placement.png
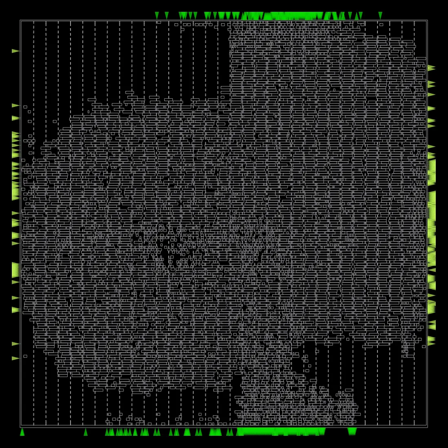
metal_density.png
23 x 23 tiles, from dark blue (low) to red (high), scaled to the fullest tile. Values are wire area over tile area, all layers added.
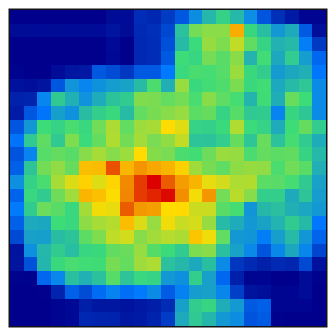
[src/rtl/branch_ctrl.sv]
// branch_ctrl: direct-mapped BTB predictor plus EX-stage branch resolver issuing a registered redirect/flush pulse
module branch_ctrl #(
  parameter int XLEN = 64,
  parameter int BTB_IDX = 4
) (
  input  logic            clk,
  input  logic            rst,
  input  logic [XLEN-1:0] if_pc,
  output logic            if_pred_taken,
  output logic [XLEN-1:0] if_pred_target,
  input  logic            ex_valid,
  input  logic            ex_stall,
  input  logic            ex_is_branch,
  input  logic            ex_is_jump,
  input  logic [XLEN-1:0] ex_pc,
  input  logic [XLEN-1:0] ex_target,
  input  logic            ex_pred_taken,
  input  logic [XLEN-1:0] ex_pred_target,
  input  logic            cmp_res,
  output logic            redirect,
  output logic [XLEN-1:0] redirect_pc,
  output logic            flush,
  output logic [31:0]     br_cnt,
  output logic [31:0]     misp_cnt
);
  localparam int N = 2**BTB_IDX;
  localparam int TW = XLEN-BTB_IDX-2;
  logic [N-1:0] btb_valid;
  logic [TW-1:0] btb_tag [N];
  logic [XLEN-1:0] btb_target [N];
  logic [1:0] btb_ctr [N];
  logic [BTB_IDX-1:0] if_idx, ex_idx;
  logic [TW-1:0] if_tag, ex_tag;
  logic if_hit, ex_hit, resolve, actual_taken, mispredict;
  logic [XLEN-1:0] actual_pc;
  logic unused_ok;
  assign unused_ok = &{1'b0, if_pc[1:0]};
  assign if_idx = if_pc[BTB_IDX+1:2];
  assign if_tag = if_pc[XLEN-1:BTB_IDX+2];
  assign ex_idx = ex_pc[BTB_IDX+1:2];
  assign ex_tag = ex_pc[XLEN-1:BTB_IDX+2];
  assign if_hit = btb_valid[if_idx] && btb_tag[if_idx] == if_tag;
  assign ex_hit = btb_valid[ex_idx] && btb_tag[ex_idx] == ex_tag;
  assign if_pred_taken = !rst && if_hit && btb_ctr[if_idx][1];
  assign if_pred_target = if_pred_taken ? btb_target[if_idx] : '0;
  assign resolve = ex_valid && (ex_is_branch || ex_is_jump) && !ex_stall && !redirect;
  assign actual_taken = ex_is_jump || (ex_is_branch && cmp_res);
  assign actual_pc = actual_taken ? ex_target : ex_pc + XLEN'(4);
  assign mispredict = (ex_pred_taken != actual_taken) || (actual_taken && ex_pred_target != ex_target);
  assign flush = redirect;
  always_ff @(posedge clk) begin
    if (rst) begin
      btb_valid <= '0;
      redirect <= 1'b0;
      redirect_pc <= '0;
      br_cnt <= '0;
      misp_cnt <= '0;
    end else begin
      redirect <= resolve && mispredict;
      if (resolve && mispredict) redirect_pc <= actual_pc;
      br_cnt <= br_cnt + 32'(resolve);
      misp_cnt <= misp_cnt + 32'(resolve && mispredict);
      if (resolve && ex_is_jump) begin
        btb_valid[ex_idx] <= 1'b1;
        btb_tag[ex_idx] <= ex_tag;
        btb_target[ex_idx] <= ex_target;
        btb_ctr[ex_idx] <= 2'b11;
      end else if (resolve && ex_hit) begin
        btb_ctr[ex_idx] <= actual_taken ? (btb_ctr[ex_idx] == 2'b11 ? 2'b11 : btb_ctr[ex_idx] + 2'd1)
                                        : (btb_ctr[ex_idx] == 2'b00 ? 2'b00 : btb_ctr[ex_idx] - 2'd1);
        if (actual_taken) btb_target[ex_idx] <= ex_target;
      end else if (resolve && actual_taken) begin
        btb_valid[ex_idx] <= 1'b1;
        btb_tag[ex_idx] <= ex_tag;
        btb_target[ex_idx] <= ex_target;
        btb_ctr[ex_idx] <= 2'b10;
      end
    end
  end
endmodule

[config.mk]
export PLATFORM = sky130hd
export DESIGN_NAME = branch_ctrl
export DESIGN_NICKNAME = d
export VERILOG_FILES = /design/src/rtl/branch_ctrl.sv
export SDC_FILE = /design/constraint.sdc
export NUM_CORES = 2
export LEC_CHECK = 0
export CELL_PAD_IN_SITES_DETAIL_PLACEMENT = 1
export CELL_PAD_IN_SITES_GLOBAL_PLACEMENT = 1
export CORE_UTILIZATION = 45
export DETAILED_ROUTE_END_ITERATION = 10
export MAX_ROUTING_LAYER = met4
export PLACE_DENSITY = 0.81
export SYNTH_ARGS = -nofsm -noshare
export SYNTH_HDL_FRONTEND = slang
export SYNTH_SLANG_ARGS = --single-unit
[constraint.sdc]
create_clock -name clk -period 13.4 [get_ports clk]
set_input_delay 3.35 -clock clk [delete_from_list [all_inputs] [get_ports clk]]
set_output_delay 3.35 -clock clk [all_outputs]
set_load 0.05 [all_outputs]
==> changes_impl.md <==
### Changed

- Final WS setup: 0.5895 ns
- CTS max path bufs: 3
- Remaining DRCs: 0
- Final Hold Vio Count: 0
- Area growth from synthesis to layout: 16.49%
- CTS Hold Buffers Added: 0
- Comb pwr share: 0.086
- Fp util: 0.4527
- DP Worst Slack: 0.7297 ns
- Distinct cells, synth: ~80
- Post-CTS setup buffers: 0
- Post-synth top area cell: edfxtp_1
- CP Capture Type: output pin
- Status: complete, no violations
- Fmax: between 70 and 80 MHz
- DRT iter0 DRCs: 8865
- Top comb family, area: multiplexers
- ClkCell Share: 0.06486
- Non-Clock Buffer Area Fraction: 0.05652
- Flops: approximately 2100
- RR Endpoint: btb_tag[3][16]$_DFFE_PP_
- Crit path max-delay family: simple AND/OR/NAND/NOR gates
- FP Rows: around 170
- Max cap viols: 0
- TritonCTS clock tree: built
- CP max stage cell: nor4_1
- Min-Delay Endpoint: redirect_pc[61]$_SDFFE_PP0N_
- Mux cell area share: 0.2210
- RePlAce Congestion: approximately 1.0
- Register Area: 62480 um^2
- Final Skew: roughly 0.084 ns
- Ports: ~460
- Largest net degree at the start of global routing: 139
- Core area: just over 200000 um^2
- Max reg flops: approximately 1000
- Top class by area: sequential cells
- Max layer used: met4
- Top power group: sequential cells
- Post-cts resize count: 0
- Compound Share, Synth: 0.02859
- Final setup TNS: 0 ns
- Worst setup path endpoint: if_pred_target[11]
- Worst R2R Setup Slack: 7.79 ns
- All-Layer GR Usage: 0.3176
- Antenna Nets Post-Route: 0
- Launch point of the critical path: if_pc[2]
- Number of global-route vias before repair: roughly 57000
- Sequential share of power: 0.499
- Final nets: roughly 5700
About placement.png:
filler cell count: 18550
sequential share of cell area: 0.5727
Non-Filler Instances: 8372

About metal_density.png:
fullest tile: 0.72
emptiest ninth of the die: top left
densest ninth of the die: middle
tiles over half the peak: 35%
mean over tiles: 0.27

No activity file was given, so power comes from the tool's default toggle rates.
